pdn.png
Bar = 20 µm. Pins as bars on the die edge.
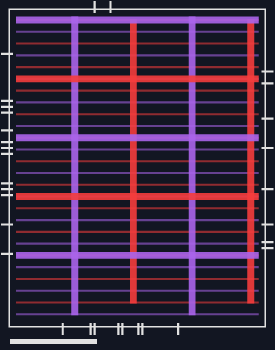
cell_classes.png
Fill, decap, tap and diode cells in grey.
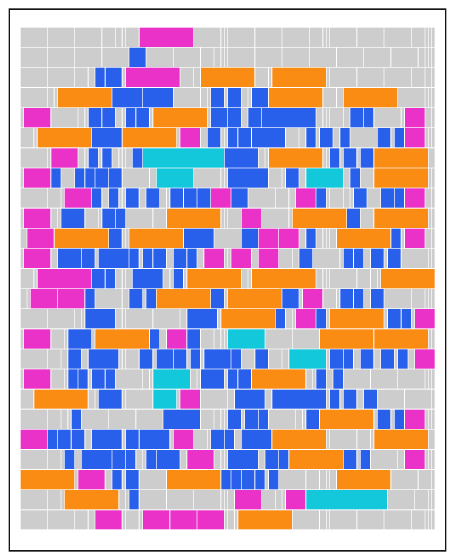
clock_map.png
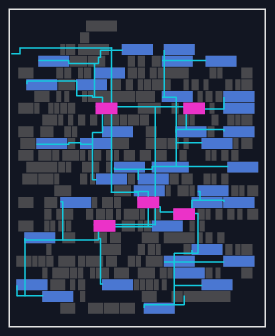
metal_stack.png
Bar = 20 µm. Two of the layers only.
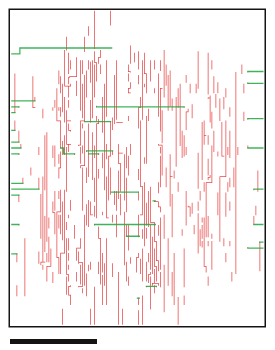
<file path="config.mk">
export PLATFORM = sky130hd
export DESIGN_NAME = serial_add_ctrl_flat
export DESIGN_NICKNAME = d
export VERILOG_FILES = /design/src/rtl/serial_add_ctrl_if.sv /design/src/rtl/serial_add_ctrl.sv /design/src/flat_wrapper.sv
export SDC_FILE = /design/constraint.sdc
export NUM_CORES = 1
export LEC_CHECK = 0
export CAP_MARGIN = 30
export CORE_ASPECT_RATIO = 1.25
export CORE_UTILIZATION = 45
export CTS_CLUSTER_SIZE = 24
export DETAILED_ROUTE_END_ITERATION = 8
export PLACE_DENSITY = 0.7
export SLEW_MARGIN = 0
export SYNTH_ARGS = -nofsm -noshare
export SYNTH_HDL_FRONTEND = slang
export SYNTH_SLANG_ARGS = --single-unit
</file>
<file path="constraint.sdc">
create_clock -name clk -period 1.54 [get_ports clk]
set_input_delay 0.154 -clock clk [delete_from_list [all_inputs] [get_ports clk]]
set_output_delay 0.154 -clock clk [all_outputs]
set_load 0.05 [all_outputs]
</file>
<file path="src/rtl/serial_add_ctrl_if.sv">
// Request/response bundle between a requester and serial_add_ctrl.
// The Ovf signal exists only when SERIAL_ADD_OVF_EN is defined.
interface serial_add_ctrl_if #(
  parameter int WIDTH = 8
) ();
  logic             start;
  logic [WIDTH-1:0] A;
  logic [WIDTH-1:0] B;
  logic             Cin;
  logic             busy;
  logic             done;
  logic [WIDTH-1:0] Sum;
  logic             Carry;
`ifdef SERIAL_ADD_OVF_EN
  logic             Ovf;

  modport master (output start, A, B, Cin, input busy, done, Sum, Carry, Ovf);
  modport slave  (input start, A, B, Cin, output busy, done, Sum, Carry, Ovf);
`else
  modport master (output start, A, B, Cin, input busy, done, Sum, Carry);
  modport slave  (input start, A, B, Cin, output busy, done, Sum, Carry);
`endif
endinterface

</file>
<file path="src/rtl/serial_add_ctrl.sv">
// Bit-serial adder: one shared FullAdder walks the operands LSB-first, one bit per clock.
// Optional SERIAL_ADD_OVF_EN adds a registered two's-complement overflow flag (Ovf).
module FullAdder (
  input  logic a,
  input  logic b,
  input  logic ci,
  output logic s,
  output logic co
);
  assign s  = a ^ b ^ ci;
  assign co = (a & b) | (ci & (a ^ b));
endmodule

module serial_add_ctrl #(
  parameter int WIDTH = 8
) (
  input  logic              clk,
  input  logic              rst,
  serial_add_ctrl_if.slave  bus
);
  localparam int              CNT_W    = (WIDTH > 1) ? $clog2(WIDTH) : 1;
  localparam logic [CNT_W-1:0] CNT_LAST = CNT_W'(WIDTH - 1);

  typedef enum logic [1:0] {
    IDLE = 2'd0,
    RUN  = 2'd1,
    DONE = 2'd2
  } state_t;

  state_t           state_q, state_d;
  logic [WIDTH-1:0] sa_q, sa_d;
  logic [WIDTH-1:0] sb_q, sb_d;
  logic [WIDTH-1:0] sr_q, sr_d;
  logic [WIDTH-1:0] sum_q, sum_d;
  logic             carry_q, carry_d;
  logic             cout_q, cout_d;
  logic [CNT_W-1:0] cnt_q, cnt_d;
`ifdef SERIAL_ADD_OVF_EN
  logic             ovf_q, ovf_d;
`endif

  logic             fa_s;
  logic             fa_co;
  logic [WIDTH-1:0] sr_shift;

  FullAdder u_fa (
    .a  (sa_q[0]),
    .b  (sb_q[0]),
    .ci (carry_q),
    .s  (fa_s),
    .co (fa_co)
  );

  // New sum bit enters at the MSB, so after WIDTH shifts bit 0 holds the LSB.
  assign sr_shift = (sr_q >> 1) | (WIDTH'(fa_s) << (WIDTH - 1));

  always_comb begin
    state_d = state_q;
    sa_d    = sa_q;
    sb_d    = sb_q;
    sr_d    = sr_q;
    sum_d   = sum_q;
    carry_d = carry_q;
    cout_d  = cout_q;
    cnt_d   = cnt_q;
`ifdef SERIAL_ADD_OVF_EN
    ovf_d   = ovf_q;
`endif
    unique case (state_q)
      IDLE: begin
        if (bus.start) begin
          state_d = RUN;
          sa_d    = bus.A;
          sb_d    = bus.B;
          carry_d = bus.Cin;
          cnt_d   = '0;
        end
      end
      RUN: begin
        sr_d    = sr_shift;
        carry_d = fa_co;
        sa_d    = sa_q >> 1;
        sb_d    = sb_q >> 1;
        if (cnt_q == CNT_LAST) begin
          state_d = DONE;
          sum_d   = sr_shift;
          cout_d  = fa_co;
`ifdef SERIAL_ADD_OVF_EN
          // carry_q is the carry into the MSB, fa_co the carry out of it
          ovf_d   = carry_q ^ fa_co;
`endif
        end else begin
          cnt_d = cnt_q + CNT_W'(1);
        end
      end
      DONE: begin
        state_d = IDLE;
      end
      default: begin
        state_d = IDLE;
      end
    endcase
  end

  always_ff @(posedge clk) begin
    if (rst) begin
      state_q <= IDLE;
      sa_q    <= '0;
      sb_q    <= '0;
      sr_q    <= '0;
      sum_q   <= '0;
      carry_q <= 1'b0;
      cout_q  <= 1'b0;
      cnt_q   <= '0;
`ifdef SERIAL_ADD_OVF_EN
      ovf_q   <= 1'b0;
`endif
    end else begin
      state_q <= state_d;
      sa_q    <= sa_d;
      sb_q    <= sb_d;
      sr_q    <= sr_d;
      sum_q   <= sum_d;
      carry_q <= carry_d;
      cout_q  <= cout_d;
      cnt_q   <= cnt_d;
`ifdef SERIAL_ADD_OVF_EN
      ovf_q   <= ovf_d;
`endif
    end
  end

  assign bus.busy  = (state_q != IDLE);
  assign bus.done  = (state_q == DONE);
  assign bus.Sum   = sum_q;
  assign bus.Carry = cout_q;
`ifdef SERIAL_ADD_OVF_EN
  assign bus.Ovf   = ovf_q;
`endif
endmodule
</file>
<file path="src/flat_wrapper.sv">
// flat-port wrapper written by rule: the top's interface ports become plain ports
module serial_add_ctrl_flat 
#(
  parameter int WIDTH = 8
)
  (clk, rst, bus_start, bus_A, bus_B, bus_Cin, bus_busy, bus_done, bus_Sum, bus_Carry);
  serial_add_ctrl_if #(.WIDTH(WIDTH)) bus_i ();
  input  logic clk;
  input  logic rst;
  input wire logic [$bits(bus_i.start)-1:0] bus_start;
  input wire logic [$bits(bus_i.A)-1:0] bus_A;
  input wire logic [$bits(bus_i.B)-1:0] bus_B;
  input wire logic [$bits(bus_i.Cin)-1:0] bus_Cin;
  output wire logic [$bits(bus_i.busy)-1:0] bus_busy;
  output wire logic [$bits(bus_i.done)-1:0] bus_done;
  output wire logic [$bits(bus_i.Sum)-1:0] bus_Sum;
  output wire logic [$bits(bus_i.Carry)-1:0] bus_Carry;
  assign bus_i.start = bus_start;
  assign bus_i.A = bus_A;
  assign bus_i.B = bus_B;
  assign bus_i.Cin = bus_Cin;
  assign bus_busy = bus_i.busy;
  assign bus_done = bus_i.done;
  assign bus_Sum = bus_i.Sum;
  assign bus_Carry = bus_i.Carry;
  serial_add_ctrl #(.WIDTH(WIDTH)) u_core (.clk(clk), .rst(rst), .bus(bus_i));
endmodule
</file>
==> reports/notes.md <==
## GRT
• **total grt overflow** 0
• **number of global-route vias before repair** 1473
• **met2 routing resource usage after global routing** 0.337
• **global-route track usage on met3** 0.0550
• **gr busiest metal** met2
• **maximum number of pins on one net before global-route repair** 39

## Final timing
• **relative slew slack** 0.788
• **final hold vios** 0
• **post-route minimum period** 1.46 ns
• **Min Hold Slack** 0.456 ns
• **Final setup viols** 0
• **final-report max-slew violation count** 0
• **Setup Total Neg Slack** 0 ns
• **Layout Skew** 0.00583 ns
• **Tightest Pin Transition** 0.318 ns

## Clock network
• **number of buffers created by CTS** 5
• **CTS tree** yes
• **Worst-path clk slew** 0.08 ns
• **H-tree levels** 2

## Setup path
• **delay-heaviest family, CP** flip-flops
• **flop-to-flop setup slack** 0.13 ns
• **number of cells traversed by the worst register-to-register path** 6
• **reg-to-reg critical path endpoint** u_core.state_q[0]
• **depth of the critical timing path with buffers and inverters included** 3
• **cells traversed along the worst timing path** buf_4, or2_2, buf_12

## Synth
• **portion of the post-synthesis area used by sequential elements** 0.419
• **number of distinct standard cells referenced by the synthesized netlist** 28
• **fraction of synthesis flops using an asynchronous set or reset pin** 0
• **total of flip-flops plus latches after synthesis** 38

## Layout
• **area of combinational cells with multiple inputs** 872 µm²
• **Inserted Diodes** 0
• **Final Non-Filler Cells** 308
• **dominant logic cell types in the final layout** a21oi_1 (45), dfxtp_1 (37), nor2_1 (24), nand2_1 (23), buf_4 (23)
• **final-stage net count** 276

## Die
• **core utilization at floorplan** 0.476
• **Die ar.** 4300 µm²

## Outcome
• **run status** finished clean

## Min path
• **Hold WC Path Type** flop to flop

## Power
• **leakage power summed over all cells** 0.946 nW

## Place
• **Area after DPL** 2170 µm²

## Run
• **number of logged tool warnings** 26

Back to the opening pictures, pdn.png:
[VSS] purple
[VDD] red
met4 straps: 4
met1 rails: 26
rows: 25
met5 straps: 5
signal pins: 31

Back to the opening pictures, cell_classes.png:
[other buffers and delay cells] magenta | cells: 45 | share of their area: 19%
[flip-flops] orange | cells: 38 | share of their area: 34%
[clock drivers and dummy loads] cyan | cells: 8 | share of their area: 6.1%
[all other logic] blue | cells: 163 | share of their area: 41%

Back to the opening pictures, clock_map.png:
[flip-flops] blue | count: 38
[cells driving clock nets] magenta | count: 5
[clock wires] cyan | length: 492 µm
routed clock nets: 6
flops lie: all over the die

Back to the opening pictures, metal_stack.png:
[met2] red | wire length: 1760 µm
[met3] green | wire length: 138 µm
total length of routed wires: 3.72 mm
average wire per standard cell: 12.1 µm
number of vias in the routed layout: 1596
overall fraction of global-route tracks in use: 0.197

## area by class of cell
cell class,count,area share
Clock inverter,3,0.0296
Multi-Input combinational cell,147,0.375
Tap cell,54,0.0291
Inverter,16,0.0258
Clock buffer,5,0.0296
Timing Repair Buffer,45,0.182
Sequential cell,38,0.329
## synthesized netlist by cell type, types with 2 or more instances
| library cell | number | area (µm²) |
|---|---|---|
| a21oi_1 | 45 | 225 |
| a31oi_1 | 3 | 18.8 |
| buf_1 | 2 | 7.51 |
| buf_2 | 10 | 50.1 |
| buf_4 | 3 | 22.5 |
| buf_6 | 3 | 33.8 |
| dfxtp_1 | 38 | 761 |
| ha_1 | 2 | 25.0 |
| inv_1 | 16 | 60.1 |
| nand2_1 | 23 | 86.3 |
| nand3_1 | 13 | 65.1 |
| nor2_1 | 24 | 90.1 |
| nor2b_1 | 2 | 12.5 |
| o21ai_0 | 5 | 25.0 |
| o221a_2 | 15 | 169 |
| o22a_1 | 4 | 35.0 |
| or3b_1 | 2 | 17.5 |
## flip-flops by register name, indices dropped and copies added (netlist names)
name / cells
u_core.cnt_q: 3
u_core.bus.Carry: 1
u_core.sr_q: 7
u_core.state_q: 2
u_core.carry_q: 1
u_core.bus.Sum: 8
u_core.sa_q: 8
u_core.sb_q: 8
## cell families after synthesis
logic type | synth area share
AND-OR/OR-AND | 0.260
adder cells (fa/ha/maj) | 0.0248
AND/OR/NAND/NOR | 0.185
buffers and inverters | 0.106
multiplexers | 0.00551
flip-flops | 0.419
## power by group
part	switching, mW	leakage (nW)	internal (mW)
sequential	0.0383	0.312	1.03
combinational	0.137	0.566	0.157
clock	0.368	0.0683	0.649
total	0.543	0.946	1.83
## per-layer routing
layer	wire length (µm)	up-vias
met4	74	0
met3	138	7
met2	1760	37
met5	0	-
met1	1740	724
li1	-	828
Power figures rest on the tool's default switching activity, not on a simulated workload.
